<file path="src/rtl/cache_assoc_ctrl.sv">
// 2-way set-associative cache controller with true-LRU replacement.
// Write-through, no-write-allocate; read misses fill a whole block, one word per beat.
//
// state | meaning
// IDLE  | serve read hits combinationally, accept a write or a read miss
// FILL  | request every word of the block, store each returned beat into the victim way
// WRITE | forward the latched write to memory and hold it until acknowledged
module cache_assoc_ctrl #(
  parameter int ADDR_W = 16,
  parameter int DATA_W = 16,
  parameter int WORDS  = 8,
  parameter int N_SETS = 16
) (
  input  logic              clk,
  input  logic              rst,
  input  logic              pipe_MemRead,
  input  logic [ADDR_W-1:0] pipe_read_addr,
  input  logic              pipe_MemWrite,
  input  logic [ADDR_W-1:0] pipe_mem_write_addr,
  input  logic [DATA_W-1:0] pipe_mem_write_data,
  input  logic              MemDataValid,
  input  logic [DATA_W-1:0] mem_read_data,
  output logic              cache_MemRead,
  output logic              cache_MemWrite,
  output logic [ADDR_W-1:0] cache_mem_addr,
  output logic [DATA_W-1:0] cache_mem_data_out,
  output logic [DATA_W-1:0] cache_data_out,
  output logic              CacheHit,
  output logic              CacheBusy,
  output logic              CacheFinish
);

  localparam int OFF_W  = $clog2(WORDS);
  localparam int IDX_W  = $clog2(N_SETS);
  localparam int TAG_LO = OFF_W + IDX_W + 1;
  localparam int TAG_W  = ADDR_W - TAG_LO;
  localparam int CNT_W  = OFF_W + 1;

  typedef enum logic [1:0] {IDLE, FILL, WRITE} state_t;

  state_t state, state_nxt;

  logic [1:0]        valid    [N_SETS];
  logic [N_SETS-1:0] lru;
  logic [TAG_W-1:0]  tag_mem  [N_SETS][2];
  logic [DATA_W-1:0] data_mem [N_SETS][2][WORDS];

  logic [ADDR_W-1:0] lat_addr;
  logic [DATA_W-1:0] lat_data;
  logic              victim;
  logic [CNT_W-1:0]  req_cnt;
  logic [OFF_W-1:0]  rcv_cnt;

  // read-port decode and lookup
  logic [OFF_W-1:0] rd_off;
  logic [IDX_W-1:0] rd_idx;
  logic [TAG_W-1:0] rd_tag;
  logic             rd_hit0, rd_hit1, rd_way, victim_sel;

  assign rd_off  = pipe_read_addr[OFF_W:1];
  assign rd_idx  = pipe_read_addr[TAG_LO-1:OFF_W+1];
  assign rd_tag  = pipe_read_addr[ADDR_W-1:TAG_LO];
  assign rd_hit0 = valid[rd_idx][0] && (tag_mem[rd_idx][0] == rd_tag);
  assign rd_hit1 = valid[rd_idx][1] && (tag_mem[rd_idx][1] == rd_tag);
  assign rd_way  = !rd_hit0;
  // an invalid way is always preferred over evicting live data
  assign victim_sel = !valid[rd_idx][0] ? 1'b0 :
                      !valid[rd_idx][1] ? 1'b1 : lru[rd_idx];

  // latched-address decode, shared by FILL and WRITE
  logic [OFF_W-1:0] l_off;
  logic [IDX_W-1:0] l_idx;
  logic [TAG_W-1:0] l_tag;
  logic             l_hit0, l_hit1, l_way;

  assign l_off  = lat_addr[OFF_W:1];
  assign l_idx  = lat_addr[TAG_LO-1:OFF_W+1];
  assign l_tag  = lat_addr[ADDR_W-1:TAG_LO];
  assign l_hit0 = valid[l_idx][0] && (tag_mem[l_idx][0] == l_tag);
  assign l_hit1 = valid[l_idx][1] && (tag_mem[l_idx][1] == l_tag);
  assign l_way  = !l_hit0;

  logic fill_beat, fill_last, wr_upd;
  assign fill_beat = (state == FILL) && MemDataValid;
  assign fill_last = fill_beat && (&rcv_cnt);
  assign wr_upd    = (state == WRITE) && MemDataValid && (l_hit0 || l_hit1);

  // byte address bit 0 carries no word information
  logic unused_addr_lsb;
  assign unused_addr_lsb = pipe_read_addr[0] ^ pipe_mem_write_addr[0];

  logic start_fill, start_wr, rd_hit_upd;

  // next state and outputs; everything is held at 0 while reset is asserted
  always_comb begin
    state_nxt          = state;
    cache_MemRead      = 1'b0;
    cache_MemWrite     = 1'b0;
    cache_mem_addr     = '0;
    cache_mem_data_out = '0;
    cache_data_out     = '0;
    CacheHit           = 1'b0;
    CacheBusy          = 1'b0;
    CacheFinish        = 1'b0;
    start_fill         = 1'b0;
    start_wr           = 1'b0;
    rd_hit_upd         = 1'b0;
    if (!rst) begin
      case (state)
        IDLE: begin
          if (pipe_MemWrite) begin
            start_wr  = 1'b1;
            CacheBusy = 1'b1;
            state_nxt = WRITE;
          end else if (pipe_MemRead) begin
            if (rd_hit0 || rd_hit1) begin
              CacheHit       = 1'b1;
              cache_data_out = data_mem[rd_idx][rd_way][rd_off];
              rd_hit_upd     = 1'b1;
            end else begin
              CacheBusy  = 1'b1;
              start_fill = 1'b1;
              state_nxt  = FILL;
            end
          end
        end
        FILL: begin
          CacheBusy = 1'b1;
          if (!req_cnt[OFF_W]) begin
            cache_MemRead  = 1'b1;
            cache_mem_addr = {lat_addr[ADDR_W-1:OFF_W+1], req_cnt[OFF_W-1:0], 1'b0};
          end
          if (fill_last) begin
            CacheFinish = 1'b1;
            state_nxt   = IDLE;
          end
        end
        WRITE: begin
          CacheBusy          = 1'b1;
          cache_MemWrite     = 1'b1;
          cache_mem_addr     = lat_addr;
          cache_mem_data_out = lat_data;
          if (MemDataValid) begin
            CacheFinish = 1'b1;
            state_nxt   = IDLE;
          end
        end
        default: state_nxt = IDLE;
      endcase
    end
  end

  // state, valid/lru bookkeeping, request latches and counters
  always_ff @(posedge clk or posedge rst) begin
    if (rst) begin
      state    <= IDLE;
      lru      <= '0;
      lat_addr <= '0;
      lat_data <= '0;
      victim   <= 1'b0;
      req_cnt  <= '0;
      rcv_cnt  <= '0;
      for (int s = 0; s < N_SETS; s++) valid[s] <= 2'b00;
    end else begin
      state <= state_nxt;
      if (start_wr) begin
        lat_addr <= pipe_mem_write_addr;
        lat_data <= pipe_mem_write_data;
      end
      if (start_fill) begin
        lat_addr <= pipe_read_addr;
        victim   <= victim_sel;
        req_cnt  <= '0;
        rcv_cnt  <= '0;
        // the victim is overwritten word by word, so it stops being valid now
        valid[rd_idx][victim_sel] <= 1'b0;
      end
      if (rd_hit_upd) lru[rd_idx] <= !rd_way;
      if (state == FILL && !req_cnt[OFF_W]) req_cnt <= req_cnt + 1'b1;
      if (fill_beat) rcv_cnt <= rcv_cnt + 1'b1;
      if (fill_last) begin
        valid[l_idx][victim] <= 1'b1;
        lru[l_idx]           <= !victim;
      end
      if (wr_upd) lru[l_idx] <= !l_way;
    end
  end

  // tag and data arrays carry no reset; valid bits qualify them
  always_ff @(posedge clk) begin
    if (fill_beat) data_mem[l_idx][victim][rcv_cnt] <= mem_read_data;
    if (fill_last) tag_mem[l_idx][victim] <= l_tag;
    if (wr_upd) data_mem[l_idx][l_way][l_off] <= lat_data;
  end

endmodule

</file>
<file path="config.mk">
export PLATFORM = sky130hd
export DESIGN_NAME = cache_assoc_ctrl
export DESIGN_NICKNAME = d
export VERILOG_FILES = /design/src/rtl/cache_assoc_ctrl.sv
export SDC_FILE = /design/constraint.sdc
export NUM_CORES = 2
export LEC_CHECK = 0
export ABC_AREA = 0
export CAP_MARGIN = 10
export CORE_MARGIN = 1
export CORE_UTILIZATION = 40
export DETAILED_ROUTE_END_ITERATION = 6
export PLACE_DENSITY = 0.69
export SYNTH_ARGS = -nofsm -noshare
export SYNTH_HDL_FRONTEND = slang
export SYNTH_MEMORY_MAX_BITS = 65536
export SYNTH_SLANG_ARGS = --single-unit
</file>
<file path="constraint.sdc">
create_clock -name clk -period 4 [get_ports clk]
set_input_delay 0.4 -clock clk [delete_from_list [all_inputs] [get_ports clk]]
set_output_delay 0.4 -clock clk [all_outputs]
set_load 0.01 [all_outputs]
</file>
==> GITHUB_STEP_SUMMARY <==
## Synthesis and layout report

| Metric | Value |
|---|---|
| Status | `finished with violations` |
| Failing checks | `antenna rules, setup timing` |
| Number of enable flip-flop cells | `4,352` |
| Post-route ant nets | `1` |
| Post-Synthesis Mean Instance Area | `22.66 sq um` |
| Hpwl dp | `304,600 um` |
| Setup WS post-layout | `-1023 ps` |
| Min-Delay Path Depth | `2` |
| Synth mux share | `0.2058` |
| Hold path start | `pipe_mem_write_data[7]` |
| Initial antenna violation count | `53` |
| Dominant kind of combinational cell | `multiplexers` |
| Dominant flop cell | `edfxtp_1` |
| Crit start category | `register` |
| Post-route minimum period | `5023 ps` |
| Yosys reg bits | `4,442` |
| GR Overflow Total | `0` |
| Worst Path Required | `3600 ps` |
| Leading area contributor after synthesis | `edfxtp_1` |
| Post-Syn Nets | `7,928` |
| # setup viols final | `8,029` |
| Max VDD drop | `431.9 uV` |
| Row cnt | `244` |
| Drt initial violations | `14,810` |
| IO Pins | `122` |
| Placeable Area | `0.4424 sq mm` |
| RSZ-0062 raised after global routing | `true` |
| Critical Path AT | `4620 ps` |
| RePlAce Congestion | `0.9291` |
| H-tree lvl count | `5` |
| Worst reg2reg path startpoint | `lat_addr[4]` |
| Yosys aoi share | `0.01254` |
| CTS buffer count | `422` |
| Clk pin slew, worst setup/hold paths | `60 ps` |
| Final #Nets | `8,927` |
| Adder share | `0.0004922` |
| Final Instance Area | `0.2119 sq mm` |
| Final Hold Fails | `0` |
| Syn-to-layout area delta | `19.08%` |
| Die Height | `669.0 um` |
| Routed WL per cell | `33.81 um` |
| Hold Crit Class | `input pin to register` |
| Average vias per placed instance | `6.109` |
| WHS Endpoint | `lat_data[7]` |
| Ys async rst share | `0.02026` |
==> critical path: stages, from the launching register on <==
cell and delay, ps:
edfxtp_1 400, mux4_2 520, mux2i_4 190, o21ai_1 110, nor4_2 330, a21oi_2 150, nor4_4 300, buf_12 210
buf_6 170, buf_6 130, a221oi_4 60, a31oi_4 470, a211oi_2 120, a41oi_2 280, buf_2 200
==> report_power, final <==
| group | leakage, nW | internal [mW] | switching (mW) | total (mW) |
|---|---|---|---|---|
| sequential | 40.3 | 51.7 | 1.28 | 53.0 |
| clock | 6.57 | 22.1 | 17.4 | 39.5 |
| combinational | 20.1 | 4.14 | 7.64 | 11.8 |
==> timing repair <==
action	4_1_cts	5_1_grt
gates resized	271	124
hold endpoints to repair	31	0
pin swaps	39	41
hold buffers	3	0
endpoints found under the setup margin	7897	8286
gates cloned	18	9
buffers inserted	38	28
==> per-stage QoR <==
stage	setup WS [ps]	utilization	hold WS [ps]	std cells
3_3_place_gp	-2032	0.4419	455.7	14250
4_1_cts	-1403	0.4763	1.774	15070
3_5_place_dp	-1939	0.4419	454.1	14250
5_1_grt	-1087	0.4785	31.17	15110
6_report	-1023	0.4790	54.03	15190
2_1_floorplan	-233.7	-	437.7	7852
==> layer usage <==
layer	part of all wire	wire length, um
met5	0.00024	122
met4	0.049	25260
met3	0.13	66060
met2	0.47	243800
met1	0.35	178200
==> flip-flops by register name, indices dropped and copies added, names as in the netlist <==
name / count
data_mem: 4096
lat_addr: 16
lat_data: 16
lru: 16
rcv_cnt: 3
req_cnt: 4
state: 2
tag_mem: 256
valid: 32
victim: 1
==> cells by family (layout without fill, tap and decap cells) <==
| logic type | Yosys count | in the layout |
|---|---|---|
| AND-OR/OR-AND | 326 | 326 |
| flip-flops | 4442 | 4442 |
| other | 0 | 83 |
| AND/OR/NAND/NOR | 709 | 711 |
| buffers and inverters | 537 | 1881 |
| adder cells (fa/ha/maj) | 7 | 7 |
| XOR/XNOR | 41 | 41 |
| multiplexers | 1790 | 1791 |
==> layout make-up <==
class / instances / share of cell area
inverter: 21 / 0.0003838
tap: 5904 / 0.03486
multi-input combinational: 2876 / 0.2093
timing repair buffer: 1088 / 0.06319
clock inverter: 236 / 0.01149
clock buffer: 536 / 0.05229
antenna: 83 / 0.0009802
sequential: 4442 / 0.6276
==> worst max path at each step <==
stage	to	slack, ps	depth (start not counted)	startpoint
4_1_cts	cache_data_out[7]	-1400	8	data_mem[12][23]
3_3_place_gp	cache_data_out[4]	-2030	15	pipe_read_addr[4]
2_1_floorplan	data_mem[0][80]	-230	12	lat_addr[5]
6_report	cache_data_out[9]	-1020	14	tag_mem[11][12]
3_5_place_dp	cache_data_out[0]	-1940	15	pipe_read_addr[4]
5_1_grt	CacheBusy	-1090	18	tag_mem[9][11]
==> cells in the mapped netlist, types with 30 or more instances <==
library cell and count:
edfxtp_1 4352, mux4_2 1443, nor2_1 336, clkbuf_1 249, mux2_2 196, buf_2 182
nand2_1 182, dfrtp_1 90, mux2_4 80, o21ai_0 77, mux2i_1 71, buf_1 47
a21oi_1 44, and2_1 37, a31oi_1 36, a22oi_1 30, a32oi_1 30
pdn.png
The bar under the picture is 200 um long. Pins as bars on the die edge. Tap cells in gray.
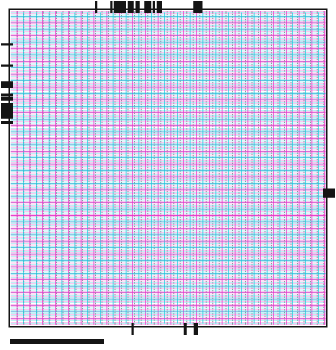
VDD: in cyan. VSS: in magenta.
The core has 244 rows. 5,904 tap cells.

cell_classes.png
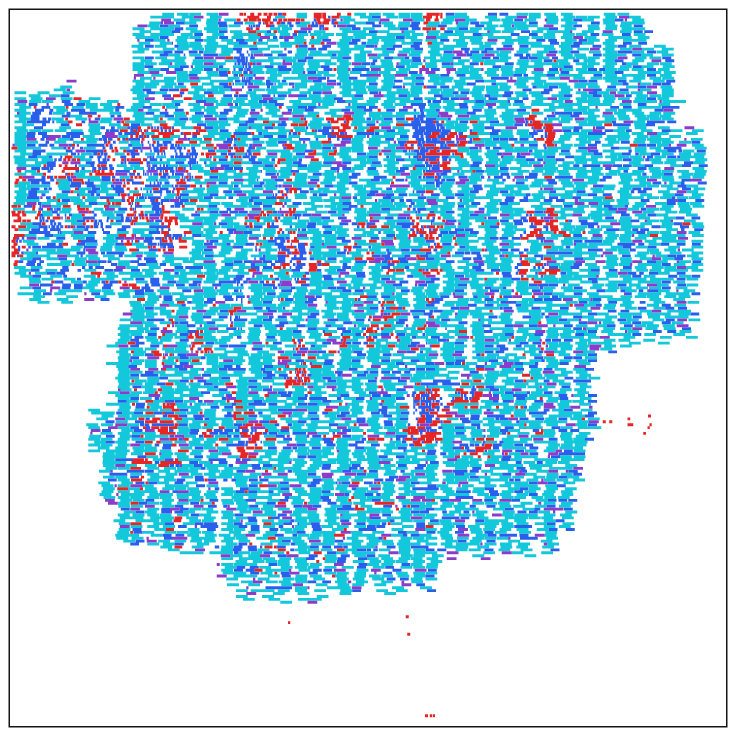
flops: in cyan, cells 4,442. other buffers and delay cells: in red, cells 1,088. clock drivers and dummy loads: in purple, cells 772. all other logic: in blue, cells 2,897.

Power is estimated from default activity; no workload was simulated.
